<file path="src/rtl/legv8_pkg.sv">
// Shared LEGv8 fetch constants: datapath width, instruction width, reset PC and bubble encoding.
package legv8_pkg;
  localparam int N_DEF = 64;
  localparam int INSTR_W = 32;
  localparam int INSTR_BYTES = 4;
  localparam logic [N_DEF-1:0] PC_RESET = '0;
  localparam logic [INSTR_W-1:0] BUBBLE_INSTR = 32'h0;
endpackage

</file>
<file path="src/rtl/fetch_ifid_flopre.sv">
// Synchronous-reset register with clear and enable; priority reset > clear > enable.
module flopre #(
  parameter int WIDTH = 8,
  parameter logic [WIDTH-1:0] RESET_VAL = '0,
  parameter logic [WIDTH-1:0] CLEAR_VAL = '0
) (
  input  logic             clk_i,
  input  logic             reset_i,
  input  logic             en_i,
  input  logic             clr_i,
  input  logic [WIDTH-1:0] d_i,
  output logic [WIDTH-1:0] q_o
);
  logic [WIDTH-1:0] q_q;

  always_ff @(posedge clk_i) begin
    if (reset_i) begin
      q_q <= RESET_VAL;
    end else if (clr_i) begin
      q_q <= CLEAR_VAL;
    end else if (en_i) begin
      q_q <= d_i;
    end
  end

  assign q_o = q_q;
endmodule

</file>
<file path="src/rtl/fetch_ifid.sv">
// LEGv8 fetch stage: PC register, next-PC selection and the IF/ID pipeline register.
// Instruction memory is external and combinational; IF/ID outputs are purely registered.
module fetch_ifid
  import legv8_pkg::*;
#(
  parameter int N       = N_DEF,
  parameter int IMEM_AW = 6
) (
  input  logic               clk,
  input  logic               reset,
  input  logic               PCSrc,
  input  logic [N-1:0]       PCBranch,
  input  logic               stall,
  input  logic               flush,
  output logic [IMEM_AW-1:0] imem_addr,
  input  logic [INSTR_W-1:0] imem_q,
  output logic [N-1:0]       PC_F,
  output logic [INSTR_W-1:0] instr_D,
  output logic [N-1:0]       pc_D,
  output logic               valid_D
);
  localparam int IFID_W = N + INSTR_W + 1;

  logic [N-1:0]      pc_q;
  logic [N-1:0]      pc_d;
  logic              pc_en;
  logic [IFID_W-1:0] ifid_d;
  logic [IFID_W-1:0] ifid_q;
  logic              unused_branch_lsbs;

  // A taken branch must redirect even while the hazard unit stalls fetch.
  always_comb begin
    pc_d  = pc_q + N'(INSTR_BYTES);
    pc_en = ~stall;
    if (PCSrc) begin
      pc_d  = {PCBranch[N-1:2], 2'b00};
      pc_en = 1'b1;
    end
  end

  assign unused_branch_lsbs = ^PCBranch[1:0];

  flopre #(
    .WIDTH     (N),
    .RESET_VAL (N'(PC_RESET)),
    .CLEAR_VAL ('0)
  ) u_pc (
    .clk_i   (clk),
    .reset_i (reset),
    .en_i    (pc_en),
    .clr_i   (1'b0),
    .d_i     (pc_d),
    .q_o     (pc_q)
  );

  assign ifid_d = {1'b1, pc_q, imem_q};

  flopre #(
    .WIDTH     (IFID_W),
    .RESET_VAL ({1'b0, {N{1'b0}}, BUBBLE_INSTR}),
    .CLEAR_VAL ({1'b0, {N{1'b0}}, BUBBLE_INSTR})
  ) u_ifid (
    .clk_i   (clk),
    .reset_i (reset),
    .en_i    (~stall),
    .clr_i   (flush),
    .d_i     (ifid_d),
    .q_o     (ifid_q)
  );

  // Upper PC bits are dropped, so fetch addresses alias modulo the memory size.
  assign imem_addr = pc_q[IMEM_AW+1:2];
  assign PC_F      = pc_q;
  assign instr_D   = ifid_q[INSTR_W-1:0];
  assign pc_D      = ifid_q[INSTR_W +: N];
  assign valid_D   = ifid_q[IFID_W-1];
endmodule
</file>
<file path="config.mk">
export PLATFORM = sky130hd
export DESIGN_NAME = fetch_ifid
export DESIGN_NICKNAME = d
export VERILOG_FILES = /design/src/rtl/legv8_pkg.sv /design/src/rtl/fetch_ifid_flopre.sv /design/src/rtl/fetch_ifid.sv
export SDC_FILE = /design/constraint.sdc
export NUM_CORES = 1
export LEC_CHECK = 0
export ABC_AREA = 1
export CORE_UTILIZATION = 50
export CTS_BUF_LIST = sky130_fd_sc_hd__clkbuf_4
export DETAILED_ROUTE_END_ITERATION = 12
export GPL_TIMING_DRIVEN = 0
export PLACE_DENSITY_LB_ADDON = 0.15
export SLEW_MARGIN = 10
export SYNTH_ARGS = -nofsm -noshare
export SYNTH_HDL_FRONTEND = slang
export SYNTH_SLANG_ARGS = --single-unit
</file>
<file path="constraint.sdc">
create_clock -name clk -period 3.89 [get_ports clk]
set_input_delay 1.167 -clock clk [delete_from_list [all_inputs] [get_ports clk]]
set_output_delay 1.167 -clock clk [all_outputs]
set_load 0.02 [all_outputs]
</file>
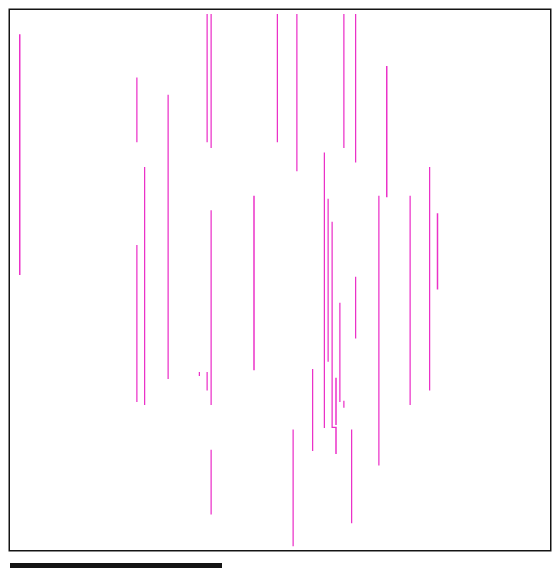
m4.png
Bar = 50 µm.
main direction: vertical
share of all routed wire: 3.6%
Detailed Route WL: 28380 µm
total vias in the final route: 9041

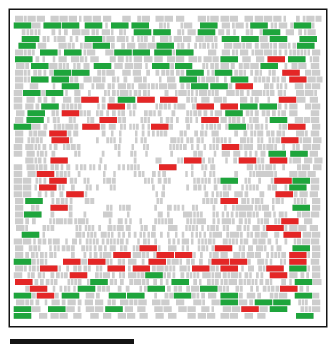
ff_map.png
Bar = 50 µm. Other cells in gray.
[u_ifid.q_o] green | placed flops: 95 | where: spread over the die
[u_pc.q_o] red | placed flops: 62
post-layout util: 0.7184
Sequential cell area: 3143 µm²

==> routing by layer <==
metal / GRT usage / part of all wire / up-vias
met3: 0.07873 / 0.090 / 74
met4: 0.1625 / 0.036 / 0
met1: 0.4425 / 0.41 / 4113
li1: - / - / 4413
met5: 0 / 0 / -
met2: 0.5805 / 0.46 / 441
==> logic make-up (layout without fill, tap and decap cells) <==
group | after synthesis | count (layout) | share of synthesized area
AND-OR/OR-AND | 273 | 273 | 0.1788
XOR/XNOR | 21 | 21 | 0.02345
adder cells (fa/ha/maj) | 1 | 1 | 0.001595
buffers and inverters | 188 | 479 | 0.09603
flip-flops | 157 | 157 | 0.4007
other | 1 | 6 | 0.0004781
AND/OR/NAND/NOR | 562 | 562 | 0.2989
==> cell usage in the layout (no fill, tap or decap), types with 15 or more instances in the layout <==
cell type and n:
nand2_1 351, clkdlybuf4s50_1 259, dfxtp_1 157, a21oi_1 140
inv_1 121, nor2_1 116, o21ai_0 97, nand3_1 53
clkbuf_1 46, xor2_1 19, clkbuf_4 18, a31oi_1 16
o21ai_1 15
==> state kept, by name (all words and copies together) (netlist names) <==
name / cells
u_ifid.q_o: 95
u_pc.q_o: 62
==> worst min-delay path, stage by stage (launching register included) <==
cell,delay (ps)
dfxtp_1,330
nand2_1,60
a21oi_1,50
==> worst paths after layout <==
kind             startpoint              to  slack [ps]  depth (start not counted)
max                   flush  u_ifid.q_o[49]         840                          5
min          u_ifid.q_o[50]  u_ifid.q_o[50]         470                          2
max reg2reg     u_pc.q_o[2]    u_pc.q_o[56]        1640                         10
min reg2reg  u_ifid.q_o[50]  u_ifid.q_o[50]         470                          2
==> final cells by class <==
class                           instances  area [µm²]  area share
Inverter                              123       461.7     0.04212
Clock inverter                         14       110.1     0.01004
Antenna cell                            2       5.005   0.0004566
Buffer                                 65       291.5     0.02660
Tap cell                              211       264.0     0.02408
Clock buffer                           18       135.1     0.01233
Timing Repair Buffer                  259        2592      0.2365
Sequential cell                       157        3143      0.2867
Multi-Input combinational cell        861        3959      0.3611
==> report_power, final <==
group | internal [mW] | total (mW) | switching, mW
Sequential | 1.68 | 1.76 | 0.0764
Combinational | 0.293 | 0.639 | 0.345
Clock | 0.272 | 0.928 | 0.655
Total | 2.24 | 3.32 | 1.08
==> metrics by stage <==
stage	worst slack (ps)	util	total power, mW	cell area [µm²]
final	839.4	0.7184	3.322	10960
after global routing	794.3	0.7182	3.447	10960
after CTS	838.4	0.7181	3.321	10960
after detailed placement	348.1	0.7020	2.420	10710
after global placement	397.2	0.7020	2.411	10710
after floorplan	1717	-	2.081	7855
==> qor_table.md <==
| Item | Reported | Unit |
|:---|:---|:---|
| Wire length of the first global-routing pass | 44070 | µm |
| Sequential cell area fraction in the yosys report | 0.4007 | - |
| Number of synthesized flops with an enable pin | 0 | - |
| Layout Nets | 1586 | - |
| FP Rows | 45 | - |
| Mean routed wirelength per cell | 16.60 | µm |
| Vertical die dimension | 127.3 | µm |
| Most common cell in the netlist | nand2_1 | - |
| Leakage | 4.000 | nW |
| Cell type with the largest total area | dfxtp_1 | - |
| Worst path max stage delay | 840 | ps |
| Tool warnings | 28 | - |
| Run status | finished clean | - |
| Primary FF master, synth | dfxtp_1 | - |
| Worst hold slack | 470.9 | ps |
| Initial antenna violation count | 2 | - |
| Actual transition at the worst max-transition pin | 1102 | ps |
| Endpoints failing hold | 0 | - |
| Clock tree from TritonCTS | done | - |
| Path class of the lowest-slack min-delay path | reg -> reg | - |
| Cell types with the highest counts after synthesis | nand2_1 (351), dfxtp_1 (157), a21oi_1 (140), inv_1 (121), nor2_1 (116) | - |
| Fraction of final layout cells sized beyond drive strength 1 | 0.05544 | - |
| Share of flip-flops with an asynchronous set or reset after synthesis | 0 | - |
| Sum of buffers and inverters on the critical path | 3 | - |
| IO buf count | 259 | - |
| Max Fanout on Critical Path | 10 | - |
| Placer congestion estimate | 0.9882 | - |
| Required arrival time at the worst endpoint | 4410 | ps |
| Detailed router's first-iteration violation count | 758 | - |
| Overall track demand over capacity in global routing | 0.3532 | - |
| Buffer cell driving the clock tree root | clkbuf_4 | - |
| Worst setup path class | in -> reg | - |
| CTS sink count | 157 | - |
| Max-capacitance violation count | 0 | - |
| Number of setup violations in the final report | 0 | - |
| Endpoint arrival time on the critical path | 3570 | ps |
| Cell class contributing the biggest share of worst-path delay | buffers and inverters | - |
| Number of standard cells in the layout, taps in and fillers out | 1710 | - |
| Total standard cell area after synthesis | 7844 | µm² |
| Area of the core | 15260 | µm² |
| Cell types occupying the most area after synthesis | dfxtp_1 (40%), nand2_1 (17%), a21oi_1 (8.9%) | - |
| Timing-limited maximum frequency | 327.8 | MHz |
| H-tree levels | 4 | - |
| Count of fill cells added during filler insertion | 1316 | - |
| Max IR drop VDD | 0.0001895 | V |
Power and IR drop assume default switching activity.
